===== src/rtl/bcd_to_xs3.sv =====
// bcd_to_xs3: registered per-digit converter between BCD and excess-3 code.
//   dir = 0 : BCD -> XS-3, adds 3. Inputs 10..15 are illegal.
//   dir = 1 : XS-3 -> BCD, subtracts 3. Inputs 0..2 and 13..15 are illegal.
//   An illegal input produces 0000 with err set. The latency is one cycle and
//   there is no backpressure.
// Ports:
//   clk        in   system clock, rising edge
//   rst        in   synchronous reset, active-high
//   in_valid   in   input digit {a,b,c,d} presented this cycle
//   dir        in   conversion direction, sampled with in_valid
//   a,b,c,d    in   input digit, a is the MSB
//   w,x,y,z    out  converted digit, w is the MSB
//   out_valid  out  w..z and err hold a fresh result this cycle
//   err        out  last accepted input was illegal for its direction
module bcd_to_xs3 (
  input  logic clk,
  input  logic rst,
  input  logic in_valid,
  input  logic dir,
  input  logic a,
  input  logic b,
  input  logic c,
  input  logic d,
  output logic w,
  output logic x,
  output logic y,
  output logic z,
  output logic out_valid,
  output logic err
);

  logic [3:0] w_code;
  logic [3:0] w_res;
  logic       w_illegal;

  logic [3:0] r_res;
  logic       r_valid;
  logic       r_err;

  assign w_code = {a, b, c, d};

  // A legal code never wraps, so plain 4-bit add and subtract are exact.
  always_comb begin
    w_res     = 4'b0000;
    w_illegal = 1'b0;
    if (!dir) begin
      if (w_code <= 4'd9) begin
        w_res = w_code + 4'd3;
      end else begin
        w_illegal = 1'b1;
      end
    end else begin
      if ((w_code >= 4'd3) && (w_code <= 4'd12)) begin
        w_res = w_code - 4'd3;
      end else begin
        w_illegal = 1'b1;
      end
    end
  end

  // The result and err hold across idle cycles. Only out_valid drops.
  always_ff @(posedge clk) begin
    if (rst) begin
      r_res   <= 4'b0000;
      r_valid <= 1'b0;
      r_err   <= 1'b0;
    end else begin
      r_valid <= in_valid;
      if (in_valid) begin
        r_res <= w_res;
        r_err <= w_illegal;
      end
    end
  end

  assign {w, x, y, z} = r_res;
  assign out_valid    = r_valid;
  assign err          = r_err;

endmodule


===== config.mk =====
export PLATFORM = sky130hd
export DESIGN_NAME = bcd_to_xs3
export DESIGN_NICKNAME = d
export VERILOG_FILES = /design/src/rtl/bcd_to_xs3.sv
export SDC_FILE = /design/constraint.sdc
export NUM_CORES = 1
export LEC_CHECK = 0
export CELL_PAD_IN_SITES_DETAIL_PLACEMENT = 0
export CELL_PAD_IN_SITES_GLOBAL_PLACEMENT = 1
export CORE_MARGIN = 2
export CORE_UTILIZATION = 33
export DETAILED_ROUTE_END_ITERATION = 10
export PLACE_DENSITY = 0.77
export SLEW_MARGIN = 20
export SYNTH_ARGS = -nofsm -noshare
export SYNTH_HDL_FRONTEND = slang
export SYNTH_SLANG_ARGS = --single-unit

===== constraint.sdc =====
create_clock -name clk -period 3.11 [get_ports clk]
set_clock_uncertainty 0.2 [all_clocks]
set_input_delay 0.311 -clock clk [delete_from_list [all_inputs] [get_ports clk]]
set_output_delay 0.311 -clock clk [all_outputs]
set_load 0.1 [all_outputs]

Figure 1. Met2 routing.
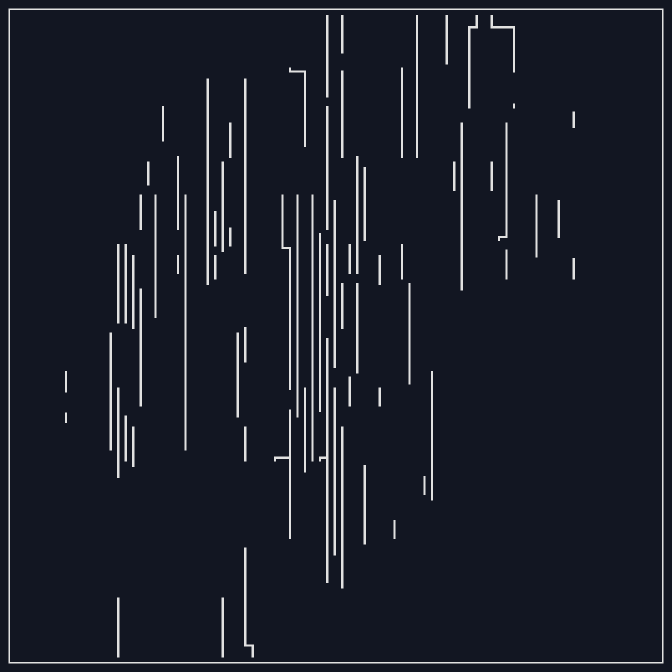
The layer holds 47% of the routed length. 60 nets have wire on it. The longest straight run is 16.3 um. The layer carries 383 um of wire. The wires run mostly vertical.
vias after detailed routing: 380
routing usage on met2: 20.2%
routed wire length: 822 um

Figure 2. Routing congestion map.
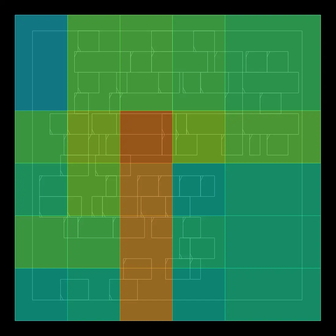
met3 routing resource usage after global routing: 8.33%
busiest metal layer after global routing: met2

==> results.env <==
OUTCOME='complete, no violations'
CTS_BUFFERS=3
CP_SLOWEST_STAGE_DELAY_NS=0.54
SYNTH_CELLS=48
CRITICAL_PATH.SLOWEST_CELL='sky130_fd_sc_hd__clkdlybuf4s50_1'
SYNTH.CELL_AREA_UM2=432
DOMINANT-CELL-CLASS='combinational gates'
LAYOUT.BUFFER.NONCLOCK.AREA_SHARE_PCT=20.7
WHS_PATH_DEPTH=2
YS_TYPES=23
FINALNONFILLERCELLS=76
CTS_HOLD_BUF=0
SETUP_SLACK_AFTER_LAYOUT_NS=1.17
ROUTABILITYCONGESTION=0.702
DOMINANT_SYNTHESIZED_FLOP_CELL='sky130_fd_sc_hd__dfxtp_1'
PERIOD_UTILIZATION_POST_ROUTE_PCT=62.5
REPORT.FINAL.HOLD_VIOL_COUNT=0
TOTAL_POWER_CONSUMPTION_uW=246
SIGNAL_BUFFERS=13
CRIT_CELLS=6
DIEWIDTH_UM=40.2
CLOCK-SINKS=6
ROUTE.MET3.WL_UM=45
SYNTHTOPCELLSBYCOUNT='sky130_fd_sc_hd__a211oi_1 (6), sky130_fd_sc_hd__dfxtp_1 (6), sky130_fd_sc_hd__nor2_1 (5), sky130_fd_sc_hd__a21oi_1 (4), sky130_fd_sc_hd__ha_1 (3)'
GRT_MAX_DEGREE=12
CP_CELL_SEQUENCE='clkdlybuf4s50_1, inv_1, ha_1, nor4b_1, a211oi_1, a211oi_1'
MULTI_INPUT_COMB_AREA_UM2=272
FP.DIEAREA_UM2=1610
COUNT_OF_MAX_CAP_CONSTRAINT_VIOLATIONS=0
DETAIL_ROUTE.DRC_VIOLATIONS=0
REGISTER_BIT_TOTAL_FROM_SYNTHESIS=6
AVG_CELL_AREA_SYN_UM2=8.99
ACCUMULATED_NEGATIVE_SETUP_SLACK_NS=0
CTS-RESIZED-GATES=0
MAXSLEWHEADROOM_PCT=74.4
MAIN_KIND_OF_COMBINATIONAL_LOGIC_BY_AREA='AND-OR/OR-AND gates'
SETUP_VIOLATIONS=0
CRITICAL_PATH.MAX_FANOUT=6
CRIT_TYPE='input port to flop'
TOOL_WARNINGS=28
N_TAP_CELL=15
FLOORPLAN.DIE.HEIGHT_UM=40.2
SLEW_VIOLATIONS=0
SYNTH_TOP_AREA_SHARE_PCT=27.8
POST_CTS.REPAIR.SETUP_BUFFERS=0
WORST_CASE_VDD_IR_DROP_mV=0.223
NFLOPSANDLATCHES=6
YS_CELLS=48
CLK-INSERTION-DELAY-LATE_NS=0.24
YS_SH_ADDER_PCT=8.70
MIN_PERIOD_NS=1.94
GLOBALROUTE.TOTALOVERFLOW=0
YOSYS-STAT-AREA_UM2=432
WORST_SETUP_PATH_START_KIND='input port'
POWER_LEAKAGE_uW=0.000223
IOPINCOUNT=14
GRT.MET1_USAGE_PCT=15.0
DRT-WIRELENGTH-PER-CELL_UM=10.8
DRTITER0DRC=6
POSTLAYOUTCELLAREA_UM2=556
ASYNC_FLOP_SHARE_PCT=0
TOP_SIGNAL_LAYER_USED='met3'
CP_DATA_ARRIVAL_TIME_NS=1.90
ANT_NETS=0
TIGHTEST_SLEW_NS=0.382
Figure 3. Cell area per tile.
The die is cut into 8 by 8 equal tiles; white is low, dark blue is high, 0 to 100% covered.
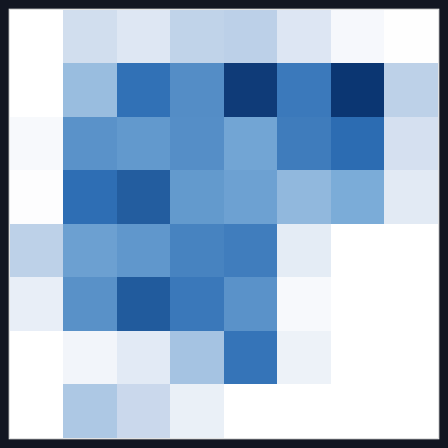
The densest ninth of the die: centre. 7.8% of the tiles are over 75% full. 25% of the tiles are nearly empty. The emptiest ninth of the die: lower right. The fullest tile reaches 98%. The mean over all tiles is 33%.
FP Util: 34.5%
final design utilization: 44.4%
core area: 1250 um2

worst reg2reg max path, cell delays in order, from the launching register on:
cell                       delay, ns
sky130_fd_sc_hd__dfxtp_1        0.33
sky130_fd_sc_hd__nor2_1         0.05
sky130_fd_sc_hd__a211oi_1       0.20
where the power goes:
part / total, uW / switching, uW / leakage (uW) / internal (uW)
combinational: 91.0 / 61.7 / 0.000159 / 29.3
clock: 70.0 / 26.5 / 0.0000138 / 43.5
sequential: 85.0 / 2.48 / 0.0000497 / 82.5
total: 246 / 90.6 / 0.000223 / 155
worst paths after layout:
kind	to	slack [ns]	start
worst max-delay path	err	1.17	d
worst min-delay path	r_res[0]	0.28	r_res[0]
worst max register to register	err	2.26	err
worst min register to register	r_res[0]	0.28	r_res[0]
cells in the final DEF, fill, tap and decap left out, types with 2 or more instances in the layout:
| master | synthesis | routed |
|---|---|---|
| sky130_fd_sc_hd__a211oi_1 | 6 | 6 |
| sky130_fd_sc_hd__a21oi_1 | 4 | 4 |
| sky130_fd_sc_hd__buf_4 | 1 | 6 |
| sky130_fd_sc_hd__clkbuf_4 | 0 | 3 |
| sky130_fd_sc_hd__clkdlybuf4s50_1 | 0 | 7 |
| sky130_fd_sc_hd__dfxtp_1 | 6 | 6 |
| sky130_fd_sc_hd__ha_1 | 3 | 3 |
| sky130_fd_sc_hd__inv_1 | 2 | 2 |
| sky130_fd_sc_hd__nand2_1 | 2 | 2 |
| sky130_fd_sc_hd__nand2b_1 | 2 | 2 |
| sky130_fd_sc_hd__nor2_1 | 5 | 5 |
| sky130_fd_sc_hd__nor2b_1 | 2 | 2 |
| sky130_fd_sc_hd__nor4b_1 | 2 | 2 |
| sky130_fd_sc_hd__xor2_1 | 2 | 2 |
registers in the layout (all words and copies together) (netlist names):
signal     flops
r_res          4
err            1
out_valid      1
No activity file was given, so power comes from the tool's default toggle rates.
